## src/rtl/button_conditioner.sv

```systemverilog
// Pushbutton input stage: per-channel two-flop synchroniser, debouncer and
// press/release/auto-repeat pulse generator, all outputs registered.
module button_conditioner #(
    parameter int                  NUM_BTNS        = 5,
    parameter int                  DEBOUNCE_CYCLES = 250000,
    parameter int                  REPEAT_DELAY    = 10000000,
    parameter int                  REPEAT_PERIOD   = 2500000,
    parameter logic [NUM_BTNS-1:0] REPEAT_MASK     = 5'b01111
) (
    input  logic                Master_Clock_In,
    input  logic                Reset_N_In,
    input  logic [NUM_BTNS-1:0] Btn_Raw_In,
    output logic [NUM_BTNS-1:0] Btn_Level_Out,
    output logic [NUM_BTNS-1:0] Btn_Press_Out,
    output logic [NUM_BTNS-1:0] Btn_Release_Out,
    output logic                Any_Press_Out
);

    localparam int DB_W    = $clog2(DEBOUNCE_CYCLES);
    localparam int REP_MAX = (REPEAT_DELAY > REPEAT_PERIOD) ? REPEAT_DELAY : REPEAT_PERIOD;
    localparam int REP_W   = $clog2(REP_MAX);

    localparam logic [DB_W-1:0]  DB_LAST     = DB_W'(DEBOUNCE_CYCLES - 1);
    localparam logic [DB_W-1:0]  DB_ONE      = DB_W'(1);
    localparam logic [REP_W-1:0] DELAY_LAST  = REP_W'(REPEAT_DELAY - 1);
    localparam logic [REP_W-1:0] PERIOD_LAST = REP_W'(REPEAT_PERIOD - 1);
    localparam logic [REP_W-1:0] REP_ONE     = REP_W'(1);

    typedef enum logic [1:0] {
        RELEASED,
        HELD,
        REPEATING
    } state_t;

    logic [NUM_BTNS-1:0] sync_q1;
    logic [NUM_BTNS-1:0] sync_q2;
    logic [NUM_BTNS-1:0] level;
    logic [NUM_BTNS-1:0] press;
    logic [NUM_BTNS-1:0] rel;
    logic [NUM_BTNS-1:0] press_next;
    logic                any_press;

    always_ff @(posedge Master_Clock_In or negedge Reset_N_In) begin
        if (!Reset_N_In) begin
            sync_q1 <= '0;
            sync_q2 <= '0;
        end else begin
            sync_q1 <= Btn_Raw_In;
            sync_q2 <= sync_q1;
        end
    end

    for (genvar i = 0; i < NUM_BTNS; i++) begin : g_chan
        logic [DB_W-1:0]  db_cnt;
        logic             level_q;
        logic [REP_W-1:0] rep_cnt;
        logic [REP_W-1:0] rep_cnt_next;
        state_t           state;
        state_t           state_next;
        logic             press_q;
        logic             press_c;
        logic             rel_q;
        logic             rel_c;
        logic             accept;
        logic             rise;
        logic             fall;

        // Accept fires on the edge where the new level is committed, so the
        // FSM pulses land in the same cycle as the level change.
        assign accept = (sync_q2[i] != level_q) && (db_cnt == DB_LAST);
        assign rise   = accept & sync_q2[i];
        assign fall   = accept & ~sync_q2[i];

        always_ff @(posedge Master_Clock_In or negedge Reset_N_In) begin
            if (!Reset_N_In) begin
                db_cnt  <= '0;
                level_q <= 1'b0;
            end else if (sync_q2[i] == level_q) begin
                db_cnt <= '0;
            end else if (db_cnt == DB_LAST) begin
                level_q <= sync_q2[i];
                db_cnt  <= '0;
            end else begin
                db_cnt <= db_cnt + DB_ONE;
            end
        end

        // A release always takes priority over a coincident repeat tick.
        always_comb begin
            state_next   = state;
            rep_cnt_next = rep_cnt;
            press_c      = 1'b0;
            rel_c        = 1'b0;
            case (state)
                RELEASED: begin
                    if (rise) begin
                        press_c      = 1'b1;
                        rep_cnt_next = '0;
                        state_next   = HELD;
                    end
                end
                HELD: begin
                    if (fall) begin
                        rel_c      = 1'b1;
                        state_next = RELEASED;
                    end else if (REPEAT_MASK[i]) begin
                        if (rep_cnt == DELAY_LAST) begin
                            press_c      = 1'b1;
                            rep_cnt_next = '0;
                            state_next   = REPEATING;
                        end else begin
                            rep_cnt_next = rep_cnt + REP_ONE;
                        end
                    end
                end
                REPEATING: begin
                    if (fall) begin
                        rel_c      = 1'b1;
                        state_next = RELEASED;
                    end else if (rep_cnt == PERIOD_LAST) begin
                        press_c      = 1'b1;
                        rep_cnt_next = '0;
                    end else begin
                        rep_cnt_next = rep_cnt + REP_ONE;
                    end
                end
                default: begin
                    state_next = RELEASED;
                end
            endcase
        end

        always_ff @(posedge Master_Clock_In or negedge Reset_N_In) begin
            if (!Reset_N_In) begin
                state   <= RELEASED;
                rep_cnt <= '0;
                press_q <= 1'b0;
                rel_q   <= 1'b0;
            end else begin
                state   <= state_next;
                rep_cnt <= rep_cnt_next;
                press_q <= press_c;
                rel_q   <= rel_c;
            end
        end

        assign level[i]      = level_q;
        assign press[i]      = press_q;
        assign rel[i]        = rel_q;
        assign press_next[i] = press_c;
    end

    // Registered from the per-channel next-press terms so it lines up with Press.
    always_ff @(posedge Master_Clock_In or negedge Reset_N_In) begin
        if (!Reset_N_In) begin
            any_press <= 1'b0;
        end else begin
            any_press <= |press_next;
        end
    end

    assign Btn_Level_Out   = level;
    assign Btn_Press_Out   = press;
    assign Btn_Release_Out = rel;
    assign Any_Press_Out   = any_press;

endmodule

```

## config.mk

```make
export PLATFORM = sky130hd
export DESIGN_NAME = button_conditioner
export DESIGN_NICKNAME = d
export VERILOG_FILES = /design/src/rtl/button_conditioner.sv
export SDC_FILE = /design/constraint.sdc
export NUM_CORES = 1
export LEC_CHECK = 0
export CAP_MARGIN = 20
export CORE_ASPECT_RATIO = 1.4
export CORE_MARGIN = 5
export CORE_UTILIZATION = 45
export CTS_CLUSTER_SIZE = 16
export DETAILED_ROUTE_END_ITERATION = 10
export GPL_ROUTABILITY_DRIVEN = 0
export PLACE_DENSITY_LB_ADDON = 0.3
export SLEW_MARGIN = 20
export SYNTH_ARGS = -nofsm -noshare
export SYNTH_HDL_FRONTEND = slang
export SYNTH_SLANG_ARGS = --single-unit
export TNS_END_PERCENT = 50
```

## constraint.sdc

```tcl
create_clock -name Master_Clock_In -period 6.6 [get_ports Master_Clock_In]
set_input_delay 0.99 -clock Master_Clock_In [delete_from_list [all_inputs] [get_ports Master_Clock_In]]
set_output_delay 0.99 -clock Master_Clock_In [all_outputs]
set_load 0.05 [all_outputs]
```

by_instance.png
Other sequential cells in the stronger grey, the rest of the logic in the fainter grey.
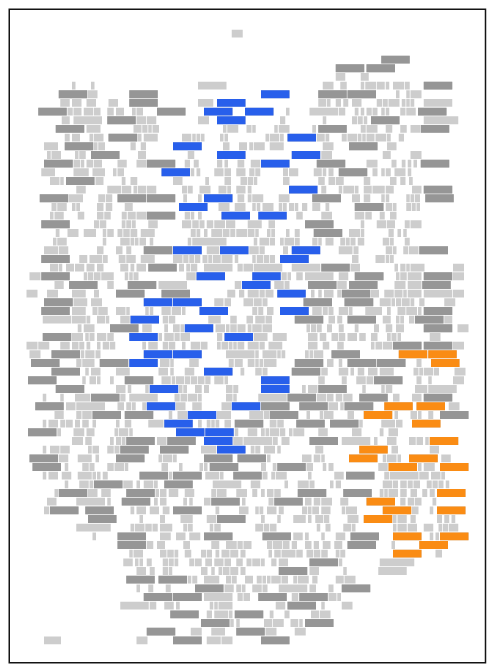
g_chan[4] -> orange  # sequential cells 22
g_chan[0] -> blue  # sequential cells 47

cell_density.png
The die is cut into 15 by 20 equal tiles; black is low, pale yellow is high, 0 to 100% covered.
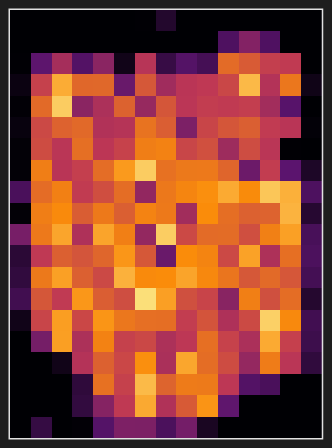
mean over tiles = 43%
tiles over 75% full = 11%
fullest tile = 93%
densest ninth of the die = middle
nearly empty tiles = 20%

==> qor.csv <==
metric,value,unit
status,"finished, final reports clean",
max_freq,315,MHz
port_buffers,22,
warnings,40,
cp_top_family,simple AND/OR/NAND/NOR gates,
tightest_slew,1030,ps
grt_overflow,0,
clk-power,1480,µW
floorplan.core_util,0.454,
drc,0,
post_drt_wl_per_cell,15.6,µm
antenna_found_initial,0,
cts_max_path_buffers,3,
wl_met2,13000,µm
criticalPathCategory,reg -> reg,
via_count,9636,
worst_r2r_endpoint,g_chan[2].rep_cnt[0],
post-route-util,0.505,
grt_use_met3,0.0224,
cp_max_fo,23,
yosys.cell_types.count,78,
postSynthAreaPerCell,9.43,µm²
fp_nets,1323,
crit_start,g_chan[2].rep_cnt[0],
synthCells,1291,
setup_slack,3430,ps
boundaryPins,23,
hpwl,17500,µm
netSwitchingFraction,0.210,
finalMaxSlewViolations,0,
cts_root_buf,clkbuf_16,
hold-path-endpoint,sync_q2[1],
routed_wl,26300,µm
chipHeight,205,µm
synth_top_flop_cell,dfrtp_1,
yosys_cells,1291,
pre_cts_ws,3450,ps
hold_class,reg -> reg,
crit_arrival,3540,ps
clockPowerShare,0.509,
post_layout_nonfiller_instances,1680,
power.density,215,nW/µm²
maxSlewHeadroom,0.308,
row_count,71,
synthAoiAreaFrac,0.159,
yosys_area,12200,µm²
wl_met1,11600,µm
core,26800,µm²
dpl_cell_area,12600,µm²
timing.final.hold_violations,0,
cts_resized,0,
powerComb,55.1,µW
diodes,0,
cts_tree,built,
yosysWarningCount,0,
power_leader,the clock network,
reg2regPathDepth,8,
p_int,2300,µW
edf_count,0,
cp-start-kind,flip-flop,
ys_ff,221,
cpPeakStageDelay,650,ps
p_total,2910,µW
die_x,149,µm
r2r_setup_slack,3430,ps
endpoint,g_chan[2].rep_cnt[0],
powerSeq,1370,µW
mux_area_frac,0.00360,
final_nets,1328,
path_cells,ha_1 -> nand3_1 -> or2_2 -> o41a_1 -> o21ai_1 -> buf_4 -> or2_1 -> o21ai_0,
path_clk_slew,60,ps
==> layout by cell type, fill, tap and decap left out, types with 27 or more instances in the layout <==
cell	instances
a22o_1	35
nand4_1	33
nand2_1	129
inv_1	34
nor4_1	27
and3_1	47
o21ai_0	51
xnor2_1	41
nand3_1	79
dfrtp_1	221
nor3_1	40
xor2_1	38
o31ai_1	27
nor2_1	156
==> cell type report <==
class / instances / area [µm²] / share of cell area
multi-input combinational: 981 / 6220 / 0.459
sequential: 221 / 5530 / 0.408
clock buffer: 32 / 712 / 0.0526
tap: 365 / 457 / 0.0337
timing repair buffer: 33 / 308 / 0.0227
clock inverter: 14 / 185 / 0.0137
inverter: 34 / 128 / 0.00943
==> synthesized netlist by cell type (all sizes together), types with 8 or more instances <==
library cell | number | share of area
or2 | 11 | 0.0057
ha | 25 | 0.026
xor2 | 38 | 0.027
o21ai | 57 | 0.023
buf | 28 | 0.016
xnor2 | 41 | 0.029
nor4b | 8 | 0.0058
a2bb2oi | 16 | 0.012
inv | 34 | 0.010
a221o | 14 | 0.012
nand3 | 79 | 0.032
a21oi | 10 | 0.0041
o2bb2a | 21 | 0.017
nand4 | 33 | 0.017
nor3 | 40 | 0.016
nand2 | 129 | 0.040
and3 | 47 | 0.024
o31ai | 35 | 0.025
dfrtp | 221 | 0.45
nor2b | 14 | 0.0072
and2 | 9 | 0.0046
o21bai | 8 | 0.0049
nor4 | 30 | 0.017
nand2b | 10 | 0.0051
a22o | 35 | 0.025
clkbuf | 27 | 0.0084
nor2 | 157 | 0.048
or3 | 10 | 0.0056
==> state kept, by name (all words and copies together) (netlist names) <==
name            cells
g_chan.rep_cnt     96
g_chan.db_cnt      90
g_chan.state        9
g_chan.level_q      5
g_chan.press_q      5
g_chan.rel_q        5
sync_q1             5
sync_q2             5
Any_Press_Out       1
No activity file was given, so power comes from the tool's default toggle rates.
